## src/rtl/i2c_poll_scheduler_pkg.sv

```systemverilog
// Shared constants and state encodings for the I2C register poll scheduler.
// Address widths follow the 7-bit I2C device / 8-bit register convention.
package i2c_poll_scheduler_pkg;

    localparam int DEV_ADDR_W = 7;
    localparam int REG_ADDR_W = 8;
    localparam int DATA_W     = 8;
    localparam int IDX_W      = 4;

    typedef logic [1:0] state_t;

    localparam state_t ST_IDLE     = 2'd0;
    localparam state_t ST_ISSUE    = 2'd1;
    localparam state_t ST_WAIT_RSP = 2'd2;
    localparam state_t ST_NEXT     = 2'd3;

    // Register address for slot idx of a pass; wraps modulo 256.
    function automatic logic [REG_ADDR_W-1:0] reg_addr(
        input logic [REG_ADDR_W-1:0] base,
        input logic [IDX_W-1:0]      idx
    );
        return base + {{(REG_ADDR_W-IDX_W){1'b0}}, idx};
    endfunction

endpackage

```

## src/rtl/i2c_poll_scheduler_if.sv

```systemverilog
// Request/response channel between the poll scheduler and the I2C master engine.
// master = scheduler side (issues reads), slave = I2C engine side.
interface i2c_poll_scheduler_if;
    import i2c_poll_scheduler_pkg::*;

    logic                  req_valid;
    logic                  req_ready;
    logic [DEV_ADDR_W-1:0] req_dev_addr;
    logic [REG_ADDR_W-1:0] req_reg_addr;
    logic                  rsp_valid;
    logic                  rsp_nack;
    logic [DATA_W-1:0]     rsp_data;

    modport master (
        output req_valid, req_dev_addr, req_reg_addr,
        input  req_ready, rsp_valid, rsp_nack, rsp_data
    );

    modport slave (
        input  req_valid, req_dev_addr, req_reg_addr,
        output req_ready, rsp_valid, rsp_nack, rsp_data
    );

endinterface

```

## src/rtl/i2c_poll_scheduler_rsp_timeout_counter.sv

```systemverilog
// Response watchdog: counts enabled cycles since the last clear and flags
// expiry once the count reaches RSP_TIMEOUT-1; it then holds until cleared.
module rsp_timeout_counter #(
    parameter int RSP_TIMEOUT = 1024
) (
    input  logic clk,
    input  logic rst,
    input  logic clear,
    input  logic enable,
    output logic expired
);

    localparam int CNT_W = (RSP_TIMEOUT > 1) ? $clog2(RSP_TIMEOUT) : 1;
    localparam logic [CNT_W-1:0] LAST = CNT_W'(RSP_TIMEOUT - 1);

    logic [CNT_W-1:0] count;

    assign expired = (count == LAST);

    // NOTE: sequential state is updated with non-blocking assignments only,
    // so every always_ff block sees pre-edge values of its neighbours.
    always_ff @(posedge clk) begin
        if (rst || clear) begin
            count <= '0;
        end else if (enable && !expired) begin
            count <= count + CNT_W'(1);
        end
    end

endmodule

```

## src/rtl/i2c_poll_scheduler.sv

```systemverilog
// Periodic I2C register poller: on each enabled tick, reads NUM_REGS consecutive
// registers of one device, retrying NACKs/timeouts and reporting each result.
module i2c_poll_scheduler
    import i2c_poll_scheduler_pkg::*;
#(
    parameter int NUM_REGS    = 4,
    parameter int MAX_RETRY   = 3,
    parameter int RSP_TIMEOUT = 1024
) (
    input  logic                  clk,
    input  logic                  rst,
    input  logic                  enable,
    input  logic                  tick,
    input  logic [DEV_ADDR_W-1:0] dev_addr,
    input  logic [REG_ADDR_W-1:0] reg_base,
    i2c_poll_scheduler_if.master  bus,
    output logic                  out_valid,
    output logic [IDX_W-1:0]      out_index,
    output logic [DATA_W-1:0]     out_data,
    output logic                  busy,
    output logic                  missed_tick,
    output logic [7:0]            err_count
);

    localparam int RETRY_W = $clog2(MAX_RETRY + 2);
    localparam logic [RETRY_W-1:0] RETRY_LIMIT = RETRY_W'(MAX_RETRY);
    localparam logic [IDX_W-1:0]   LAST_IDX    = IDX_W'(NUM_REGS - 1);

    state_t                state;
    logic [IDX_W-1:0]      idx;
    logic [RETRY_W-1:0]    retry;
    logic [DEV_ADDR_W-1:0] dev_q;
    logic [REG_ADDR_W-1:0] base_q;
    logic                  handshake;
    logic                  expired;

    assign handshake        = (state == ST_ISSUE) && bus.req_ready;
    assign busy             = (state != ST_IDLE);
    assign bus.req_valid    = (state == ST_ISSUE);
    assign bus.req_dev_addr = dev_q;
    assign bus.req_reg_addr = reg_addr(base_q, idx);

    rsp_timeout_counter #(
        .RSP_TIMEOUT (RSP_TIMEOUT)
    ) u_timeout (
        .clk     (clk),
        .rst     (rst),
        .clear   (handshake),
        .enable  (state == ST_WAIT_RSP),
        .expired (expired)
    );

    always_ff @(posedge clk) begin
        if (rst) begin
            state       <= ST_IDLE;
            idx         <= '0;
            retry       <= '0;
            dev_q       <= '0;
            base_q      <= '0;
            out_valid   <= 1'b0;
            out_index   <= '0;
            out_data    <= '0;
            missed_tick <= 1'b0;
            err_count   <= '0;
        end else begin
            out_valid   <= 1'b0;
            missed_tick <= tick && (state != ST_IDLE);

            case (state)
                ST_IDLE: begin
                    if (tick && enable) begin
                        dev_q  <= dev_addr;
                        base_q <= reg_base;
                        idx    <= '0;
                        retry  <= '0;
                        state  <= ST_ISSUE;
                    end
                end

                ST_ISSUE: begin
                    if (bus.req_ready) begin
                        state <= ST_WAIT_RSP;
                    end
                end

                ST_WAIT_RSP: begin
                    // A response wins over a coincident timeout.
                    if (bus.rsp_valid && !bus.rsp_nack) begin
                        out_valid <= 1'b1;
                        out_index <= idx;
                        out_data  <= bus.rsp_data;
                        state     <= ST_NEXT;
                    end else if (bus.rsp_valid || expired) begin
                        if (retry < RETRY_LIMIT) begin
                            retry <= retry + RETRY_W'(1);
                            state <= ST_ISSUE;
                        end else begin
                            if (err_count != 8'hFF) begin
                                err_count <= err_count + 8'd1;
                            end
                            state <= ST_NEXT;
                        end
                    end
                end

                default: begin
                    if (idx == LAST_IDX || !enable) begin
                        state <= ST_IDLE;
                    end else begin
                        idx   <= idx + IDX_W'(1);
                        retry <= '0;
                        state <= ST_ISSUE;
                    end
                end
            endcase
        end
    end

endmodule

```

## src/flat_wrapper.sv

```systemverilog
// flat-port wrapper written by rule: the top's interface ports become plain ports
module i2c_poll_scheduler_flat import i2c_poll_scheduler_pkg::*;
#(
    parameter int NUM_REGS    = 4,
    parameter int MAX_RETRY   = 3,
    parameter int RSP_TIMEOUT = 1024
)
  (clk, rst, enable, tick, dev_addr, reg_base, out_valid, out_index, out_data, busy, missed_tick, err_count, bus_req_valid, bus_req_dev_addr, bus_req_reg_addr, bus_req_ready, bus_rsp_valid, bus_rsp_nack, bus_rsp_data);
  i2c_poll_scheduler_if bus_i ();
  input  logic clk;
  input  logic rst;
  input  logic enable;
  input  logic tick;
  input  logic [DEV_ADDR_W-1:0] dev_addr;
  input  logic [REG_ADDR_W-1:0] reg_base;
  output logic out_valid;
  output logic [IDX_W-1:0] out_index;
  output logic [DATA_W-1:0] out_data;
  output logic busy;
  output logic missed_tick;
  output logic [7:0] err_count;
  output wire logic [$bits(bus_i.req_valid)-1:0] bus_req_valid;
  output wire logic [$bits(bus_i.req_dev_addr)-1:0] bus_req_dev_addr;
  output wire logic [$bits(bus_i.req_reg_addr)-1:0] bus_req_reg_addr;
  input wire logic [$bits(bus_i.req_ready)-1:0] bus_req_ready;
  input wire logic [$bits(bus_i.rsp_valid)-1:0] bus_rsp_valid;
  input wire logic [$bits(bus_i.rsp_nack)-1:0] bus_rsp_nack;
  input wire logic [$bits(bus_i.rsp_data)-1:0] bus_rsp_data;
  assign bus_req_valid = bus_i.req_valid;
  assign bus_req_dev_addr = bus_i.req_dev_addr;
  assign bus_req_reg_addr = bus_i.req_reg_addr;
  assign bus_i.req_ready = bus_req_ready;
  assign bus_i.rsp_valid = bus_rsp_valid;
  assign bus_i.rsp_nack = bus_rsp_nack;
  assign bus_i.rsp_data = bus_rsp_data;
  i2c_poll_scheduler #(.NUM_REGS(NUM_REGS), .MAX_RETRY(MAX_RETRY), .RSP_TIMEOUT(RSP_TIMEOUT)) u_core (.clk(clk), .rst(rst), .enable(enable), .tick(tick), .dev_addr(dev_addr), .reg_base(reg_base), .bus(bus_i), .out_valid(out_valid), .out_index(out_index), .out_data(out_data), .busy(busy), .missed_tick(missed_tick), .err_count(err_count));
endmodule
```

## config.mk

```make
export PLATFORM = sky130hd
export DESIGN_NAME = i2c_poll_scheduler_flat
export DESIGN_NICKNAME = d
export VERILOG_FILES = /design/src/rtl/i2c_poll_scheduler_pkg.sv /design/src/rtl/i2c_poll_scheduler_if.sv /design/src/rtl/i2c_poll_scheduler_rsp_timeout_counter.sv /design/src/rtl/i2c_poll_scheduler.sv /design/src/flat_wrapper.sv
export SDC_FILE = /design/constraint.sdc
export NUM_CORES = 1
export LEC_CHECK = 0
export CAP_MARGIN = 20
export CORE_ASPECT_RATIO = 1.25
export CORE_UTILIZATION = 53
export CTS_CLUSTER_SIZE = 40
export DETAILED_ROUTE_END_ITERATION = 8
export GPL_TIMING_DRIVEN = 0
export PLACE_DENSITY = 0.84
export SYNTH_ARGS = -nofsm -noshare
export SYNTH_HDL_FRONTEND = slang
export SYNTH_SLANG_ARGS = --single-unit
```

## constraint.sdc

```tcl
create_clock -name clk -period 6.38 [get_ports clk]
set_clock_uncertainty 0.2 [all_clocks]
set_input_delay 0.638 -clock clk [delete_from_list [all_inputs] [get_ports clk]]
set_output_delay 0.638 -clock clk [all_outputs]
set_load 0.01 [all_outputs]
```

Fig. 1: run 1, routed clock nets over the placement
Bar = 20 um.
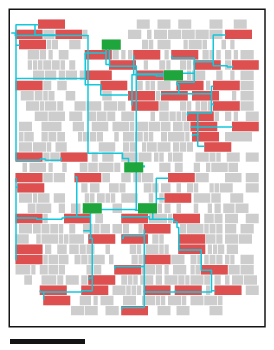
Key: green = clock drivers [count 5]; red = flip-flops [count 56]; cyan = clock wires [length 615 um]
There are 6 routed clock nets.

Fig. 2: run 1, signal wires by layer
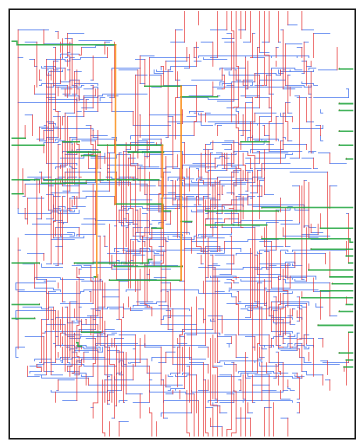
Key: green = metal 3 [wire length 342 um]; orange = metal 4 [wire length 110 um]; blue = metal 1 [wire length 2,700 um]; red = metal 2 [wire length 3,240 um]

==> results_slide.txt, run 1 <==
Implementation Results

Critical path
  • Worst Setup End Kind: output port

Routing
  • TritonRoute pass-1 iters: 4
  • Final wirelength: 6.40 mm
  • DRC errors left: 0
  • Remaining antenna violation count: 0

Power
  • Cell Pwr Density: 255 nW/um^2
  • IR drop worst, VDD: 0.164 mV
  • Reported net switching power: 0.322 mW

CTS
  • Post-cts sizing count: 0
  • Clock sinks: 56
  • Max clock buf depth: 2
  • Root buffer cell: clkbuf_8
  • Worst-path clk slew: 0.10 ns
  • CTS buffer count: 5

Logic synthesis
  • Top cells by area: dfxtp_1 (39%), nand2_1 (9.1%), a21oi_1 (8.4%)
  • Synth Instances: 348
  • YS chip area: 2850 sq um
  • Yosys cell count: 348

Job
  • OpenROAD warning count: 29

Timing
  • Final Hold Fails: 0
  • FMAX: 292 MHz
  • Period utilisation layout: 53.6%

Final layout
  • Share of cells above drive strength 1: 5.44%

Status
  • Status: complete, no violations

Place
  • Area after DPL: 3600 sq um
  • DP Wirelength: 4.84 mm

GRT
  • Vias in the first global route: 2,568
Fig. 3: run 1, placed standard cells
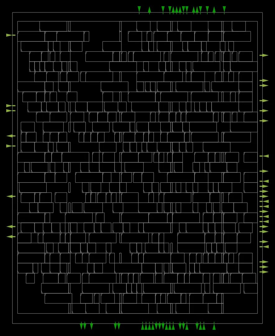
row cnt: 29
Final Util: 72.2%
fill count: 404
Core Footprint: 5120 sq um
Seq cells: 56

Fig. 4: run 1, zoomed window
Region (14, 5) to (54, 45) um. Cells in gray, sequential cells in the stronger gray; small squares are vias.
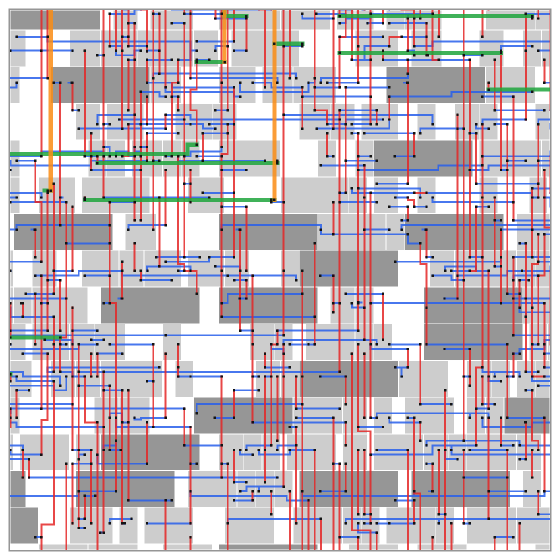
Key: blue = metal 1; green = metal 3; red = metal 2; orange = metal 4
Most frequent: nand2_1 (29), a21oi_1 (23), dfxtp_1 (18). Sequential cells in the window: 18. Netlist names of flops here include u_core.bus.req_dev_addr (6), u_core.base_q (4), u_core.err_count (3). 150 logic cells have their middle in the window.

run 1: metrics by stage:
step | instances | utilization (%) | setup slack, ns
6_report | 485 | 72.2 | 2.96
5_1_grt | 485 | 72.2 | 2.78
4_1_cts | 485 | 72.2 | 2.95
3_5_place_dp | 477 | 70.3 | 3.29
3_3_place_gp | 477 | 70.3 | 3.32
2_1_floorplan | 348 | - | 3.88
run 1: layout by cell type (no fill, tap or decap), types with 3 or more instances in the layout:
master and count:
nand2_1 69, clkdlybuf4s50_1 67, dfxtp_1 56, a21oi_1 48, nor2_1 17, clkbuf_1 12
ha_1 12, nand3_1 10, inv_1 9, or4_1 7, o31ai_1 7, nor2b_1 6
o21ai_0 6, clkbuf_8 6, xnor2_1 5, nand4_1 5, xor2_1 4, a21o_1 4
and3_1 4, o41ai_1 4, buf_2 3, buf_1 3, a31o_2 3, mux2i_1 3
nor3_1 3, mux2_1 3
run 1: per-layer routing:
layer | track usage [%] | share of wire, % | vias to the layer above
li1 | - | - | 1383
met4 | 8.90 | 1.7 | 0
met3 | 4.10 | 5.3 | 10
met2 | 43.0 | 51 | 67
met1 | 29.0 | 42 | 1254
met5 | 0 | 0 | -
run 1: layout make-up:
| cell class | instances | area [sq um] | share of cell area (%) |
|---|---|---|---|
| Clock inverter | 2 | 15.0 | 0.406 |
| Buffer | 21 | 101 | 2.74 |
| Tap cell | 62 | 77.6 | 2.10 |
| Multi-Input combinational cell | 261 | 1590 | 43.0 |
| Inverter | 10 | 37.5 | 1.02 |
| Timing Repair Buffer | 67 | 671 | 18.1 |
| Clock buffer | 6 | 82.6 | 2.23 |
| Sequential cell | 56 | 1120 | 30.3 |
run 1: final timing paths:
check	from	endpoint	slack [ns]	cells after the start
setup / recovery	u_core.idx[0]	bus_req_reg_addr[6]	2.96	7
hold / removal	u_core.out_index[3]	u_core.out_index[3]	0.26	2
setup reg to reg	u_core.state[0]	u_core.idx[3]	4.05	8
hold reg to reg	u_core.out_index[3]	u_core.out_index[3]	0.26	2
run 1: registers in the layout, summed over array words and instances, names as in the netlist, 2 cells and up:
name,count
u_core.idx,4
u_core.err_count,8
u_core.bus.req_dev_addr,7
u_core.out_index,4
u_core.retry,3
u_core.u_timeout.count,10
u_core.state,2
u_core.base_q,8
u_core.out_data,8
run 1: worst max-delay path, stage by stage, from the launching register on:
cell and delay (ns):
dfxtp_1 0.39, ha_1 0.24, fa_1 0.47, a21o_1 0.18, a21oi_1 0.23, nor2_1 0.09
xor2_1 0.13, clkdlybuf4s50_1 0.54
run 1: cells by family (layout without fill, tap and decap cells):
family | Yosys count | after routing | synth area share, %
AOI/OAI and AO/OA | 92 | 92 | 20.5
muxes | 6 | 6 | 2.24
adders and majority gates | 13 | 13 | 5.97
buffers and inverters | 31 | 106 | 4.87
DFF | 56 | 56 | 39.3
and+or+nand+nor | 141 | 141 | 24.3
xor gates and xnor gates | 9 | 9 | 2.77
run 1: power groups by stage:
stage | logic, mW | clock network (mW) | registers, mW
after global routing | 0.375 | 0.223 | 0.410
after CTS | 0.335 | 0.208 | 0.405
after floorplan | 0.213 | 0 | 0.412
after detailed placement | 0.333 | 0 | 0.413
final | 0.336 | 0.202 | 0.405
after global placement | 0.322 | 0 | 0.411
Fig. 5: run 1, the metal 3 layer
Bar = 20 um.
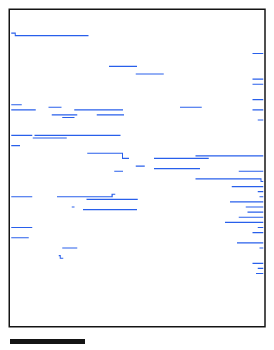

## Run 2: what changed since run 1
--- a/config.mk
+++ b/config.mk
@@ -7,11 +7,11 @@
 export LEC_CHECK = 0
 export CAP_MARGIN = 20
 export CORE_ASPECT_RATIO = 1.25
-export CORE_UTILIZATION = 53
+export CORE_UTILIZATION = 50
 export CTS_CLUSTER_SIZE = 40
 export DETAILED_ROUTE_END_ITERATION = 8
 export GPL_TIMING_DRIVEN = 0
-export PLACE_DENSITY = 0.84
+export PLACE_DENSITY = 0.8
 export SYNTH_ARGS = -nofsm -noshare
 export SYNTH_HDL_FRONTEND = slang
 export SYNTH_SLANG_ARGS = --single-unit
==> constraint.sdc (replaced) <==
create_clock -name clk -period 3.55 [get_ports clk]
set_clock_uncertainty 0.2 [all_clocks]
set_input_delay 0.355 -clock clk [delete_from_list [all_inputs] [get_ports clk]]
set_output_delay 0.355 -clock clk [all_outputs]
set_load 0.01 [all_outputs]
Fig. 6: run 2, the metal 3 layer
Bar = 20 um.
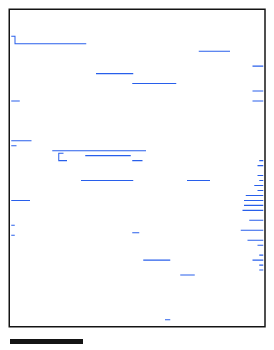
The wires run mostly horizontal. The longest straight run is 25.3 um. 35 nets have wire on it.
via count: 2,723
met3 global-route usage: 3.60%
final wirelength: 6.57 mm

==> run 2 against run 1 <==
Net effect: via count up 0.33%; sequential share of layout area down 0.17 points; hold slack better by 0.00071 ns; clock-buffer cell count down 1; sequential power up about 80%; utilization down 3.9 points; setup slack worse by 2.6 ns; synthesized area unchanged; flip-flop count unchanged; die size up 5.8%; register-to-register slack worse by 2.8 ns; critical path type unchanged; synthesized cell count unchanged; critical endpoint unchanged.
==> results_slide.txt, run 2 <==
Implementation Results

Final layout
  • Share of cells above drive strength 1: 5.44% (unchanged)
  • Most frequently placed logic cells in the final layout: nand2_1 (69), clkdlybuf4s50_1 (67), dfxtp_1 (56)
  • Largest register FFs: 10 (unchanged)

CTS
  • Post-cts sizing count: 0 (unchanged)
  • Max clock buf depth: 2 (unchanged)
  • Worst-path clk slew: 0.11 ns (about the same)
  • Root buffer cell: clkbuf_8
  • CTS buffer count: 5 (unchanged)
  • Clock sinks: 56 (unchanged)

Routing
  • Remaining antenna violation count: 0 (unchanged)
  • TritonRoute pass-1 iters: 4 (unchanged)

Power
  • Cell Pwr Density: 474 nW/um^2 (+86%)
  • IR drop worst, VDD: 0.299 mV (+82%)

Critical path
  • Slowest-stage cell, CP: clkdlybuf4s50_1
  • Worst Setup End Kind: output port
  • Worst path max stage delay: 0.54 ns (about the same)
  • Crit path launch: u_core.idx[0]

Timing
  • Period utilisation layout: 88.9%
  • Final Hold Fails: 0 (unchanged)

Logic synthesis
  • Yosys cell count: 348 (unchanged)
  • Top cells by area: dfxtp_1 (39%), nand2_1 (9.1%), a21oi_1 (8.4%)
  • Synth Instances: 348 (unchanged)

Floorplanning
  • Row cnt: 30 (+3.4%)

Status
  • Status: complete, no violations

Worst hold path
  • Hold wc startpoint: u_core.out_data[5]
run 2: cell types whose count changed in the layout (fill, tap and decap cells not counted):
cell	before	now
clkinv_4	0	2
clkinvlp_4	2	0
bufinv_16	0	1
clkbuf_8	6	5
run 2: cell families (layout without fill, tap and decap cells):
group / count (synthesis) / after routing / share of synthesized area, %
xor+xnor: 9 / 9 / 2.77
simple gates: 141 / 141 / 24.3
mux: 6 / 6 / 2.24
fa+ha+maj: 13 / 13 / 5.97
buf+inv: 31 / 106 / 4.87
flops: 56 / 56 / 39.3
compound gates: 92 / 92 / 20.5
run 2: area by class of cell:
class / count / area, sq um
Sequential cell: 56 / 1120
Timing Repair Buffer: 67 / 671
Tap cell: 64 / 80.1
Clock inverter: 3 / 47.5
Inverter: 10 / 37.5
Buffer: 21 / 101
Fill cell: 479 / 1730
Multi-Input combinational cell: 261 / 1590
Clock buffer: 5 / 68.8
run 2: worst paths after layout:
kind                    endpoint  slack, ns
max          bus_req_reg_addr[6]       0.39
min           u_core.out_data[5]       0.26
max reg2reg        u_core.idx[3]       1.23
min reg2reg   u_core.out_data[5]       0.26
run 2: power by group through the flow:
stage	sequential, mW	combinational (mW)	clock [mW]
4_1_cts	0.727	0.602	0.439
2_1_floorplan	0.740	0.383	0
3_5_place_dp	0.741	0.597	0
5_1_grt	0.736	0.671	0.463
6_report	0.727	0.605	0.429
3_3_place_gp	0.738	0.584	0
run 2: metal layers:
metal / GRT usage, % / routed length (um) / up-vias
li1: - / - / 1396
met1: 25.1 / 2900 / 1273
met2: 41.8 / 3380 / 45
met3: 3.60 / 201 / 9
met4: 7.05 / 90 / 0
met5: 0 / 0 / -
run 2: worst max-delay path, delay by kind of cell (launching register included):
kind	cells	cell delay, ns
buffers and inverters	1	0.54
flip-flops	1	0.39
AND-OR/OR-AND	2	0.41
adder cells (fa/ha/maj)	2	0.72
AND/OR/NAND/NOR	1	0.09
XOR/XNOR	1	0.13
run 2: stage by stage:
stage | utilization, % | cell area (sq um) | std cells | setup slack [ns] | hold slack (ns)
after CTS | 68.3 | 3720 | 487 | 0.368 | 0.262
after floorplan | - | 2850 | 348 | 1.34 | 0.241
after global routing | 68.3 | 3720 | 487 | 0.236 | 0.281
final | 68.3 | 3720 | 487 | 0.392 | 0.259
after global placement | 66.2 | 3600 | 479 | 0.761 | 0.241
after detailed placement | 66.2 | 3600 | 479 | 0.730 | 0.247
Fig. 7: run 2, zoomed window
Region (15, 6) to (55, 46) um. Cells in gray, sequential cells in the stronger gray; small squares are vias.
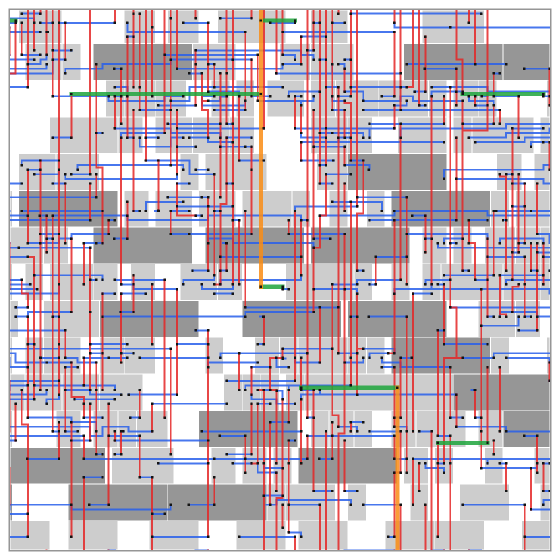

## Run 3: what changed since run 2
--- a/config.mk
+++ b/config.mk
@@ -6,12 +6,16 @@
 export NUM_CORES = 1
 export LEC_CHECK = 0
 export CAP_MARGIN = 20
+export CELL_PAD_IN_SITES_DETAIL_PLACEMENT = 1
+export CELL_PAD_IN_SITES_GLOBAL_PLACEMENT = 1
 export CORE_ASPECT_RATIO = 1.25
-export CORE_UTILIZATION = 50
+export CORE_MARGIN = 8
+export CORE_UTILIZATION = 46
 export CTS_CLUSTER_SIZE = 40
 export DETAILED_ROUTE_END_ITERATION = 8
+export DONT_BUFFER_PORTS = 1
 export GPL_TIMING_DRIVEN = 0
-export PLACE_DENSITY = 0.8
+export PLACE_DENSITY = 0.78
 export SYNTH_ARGS = -nofsm -noshare
 export SYNTH_HDL_FRONTEND = slang
 export SYNTH_SLANG_ARGS = --single-unit
Fig. 8: run 3, zoomed window
Region (23, 11) to (63, 51) um. Cells in gray, sequential cells in the stronger gray; small squares are vias.
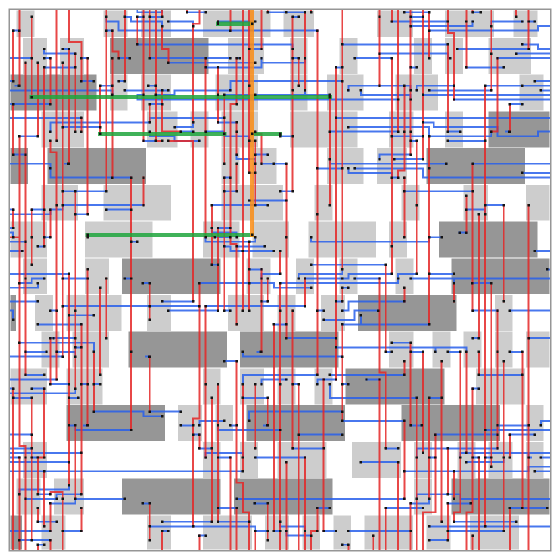
Key: blue = metal 1; orange = metal 4; green = metal 3; red = metal 2
Sequential cells in the window: 18. 114 logic cells have their middle in the window. Netlist names of flops here include u_core.bus.req_dev_addr (7), u_core.base_q (4), u_core.retry (3). Most frequent: nand2_1 (22), dfxtp_1 (18), a21oi_1 (17).

==> run 3 against run 2 <==
Net effect: sequential power is 2% higher; non-clock buffer count is 43 lower; combinational power is 17% lower; synthesized cell count did not move; flip-flop count did not move; critical path depth shrank 1; critical endpoint unchanged.
==> results_slide.txt, run 3 <==
Implementation Results

Logic synthesis
  • Yosys cell count: 348 (unchanged)
  • Synth Instances: 348 (unchanged)
  • Top cells by area: dfxtp_1 (39%), nand2_1 (9.1%), a21oi_1 (8.4%)

GRT
  • GRT busiest layer: met2
  • Met2 Use GR: 32.2% (-9.6 points)
  • Met3 global-route usage: 3.56% (-0.047 points)
  • M1 GR Usage: 17.9% (-7.2 points)

Worst hold path
  • Worst hold path endpoint: u_core.u_timeout.count[3]
  • Hold wc startpoint: bus_req_ready

Power
  • Cell Pwr Density: 509 nW/um^2 (+7.4%)
  • IR drop worst, VDD: 0.282 mV (-5.8%)

Place
  • Placed Cells: 433 (-9.6%)

Critical path
  • Worst Setup End Kind: output port
  • Slowest-stage cell, CP: fa_1
  • R2r setup slk: 1.23 ns (about the same)

Status
  • Status: complete, no violations

CTS
  • Clock sinks: 56 (unchanged)
  • Root buffer cell: clkbuf_8
  • Worst-path clk slew: 0.09 ns (-0.02 ns)
  • Post-cts sizing count: 0 (unchanged)
  • CTS buffer count: 5 (unchanged)

Routing
  • TritonRoute pass-1 iters: 4 (unchanged)
  • Final wirelength: 7.44 mm (+13%)
  • Remaining antenna violation count: 0 (unchanged)
  • Via count: 2,568 (-5.7%)

Final layout
  • Share of cells above drive strength 1: 6.05% (+0.62 points)
run 3: what timing repair did:
item	4_1_cts	5_1_grt
endpoints found under the hold margin	24	0
buffers inserted	0	0
hold buffers	24	0
setup endpoints to repair	0	0
run 3: stage by stage:
stage / utilization [%] / setup WS, ns / area, sq um
after floorplan: - / 1.34 / 2850
after global placement: 48.6 / 1.18 / 2960
after detailed placement: 48.6 / 1.17 / 2960
after CTS: 54.6 / 0.824 / 3320
after global routing: 54.6 / 0.735 / 3320
final: 54.6 / 0.848 / 3320
run 3: logic make-up (layout without fill, tap and decap cells):
family	Yosys count	after routing	share of synthesized area, %
AND/OR/NAND/NOR	141	141	24.3
AND-OR/OR-AND	92	92	20.5
flip-flops	56	56	39.3
buffers and inverters	31	63	4.87
adder cells (fa/ha/maj)	13	13	5.97
XOR/XNOR	9	9	2.77
multiplexers	6	6	2.24
run 3: worst max-delay path, delay by kind of cell (launching register included):
kind | cells | cell delay (ns)
AND-OR/OR-AND | 2 | 0.41
flip-flops | 1 | 0.39
AND/OR/NAND/NOR | 1 | 0.09
XOR/XNOR | 1 | 0.24
adder cells (fa/ha/maj) | 2 | 0.72
run 3: report_power, final:
group | internal (mW) | switching (mW) | leakage [nW]
Clock | 0.249 | 0.199 | 0.0645
Sequential | 0.680 | 0.0590 | 0.453
Combinational | 0.196 | 0.308 | 0.741
run 3: layout make-up:
type,instances,area [sq um]
Timing Repair Buffer,24,240
Fill cell,757,2760
Tap cell,85,106
Sequential cell,56,1120
Multi-Input combinational cell,261,1590
Buffer,21,101
Inverter,10,37.5
Clock buffer,7,96.3
Clock inverter,1,30.0
run 3: worst max-delay path by stage:
stage                     depth (start not counted)  slack (ns)                   to          start
final                                             6        0.85  bus_req_reg_addr[6]  u_core.idx[0]
after global routing                              6        0.73  bus_req_reg_addr[6]  u_core.idx[0]
after CTS                                         6        0.82  bus_req_reg_addr[6]  u_core.idx[0]
after detailed placement                          6        1.17  bus_req_reg_addr[6]  u_core.idx[0]
after global placement                            6        1.18  bus_req_reg_addr[6]  u_core.idx[0]
after floorplan                                   6        1.34  bus_req_reg_addr[6]  u_core.idx[0]
run 3: layer usage:
layer  vias to the layer above  part of all wire (%)
met5                         -                     0
met4                         0                  0.98
met3                         6                   4.7
met2                        41                    54
met1                      1224                    41
li1                       1297                     -
Power figures rest on the tool's default switching activity, not on a simulated workload.
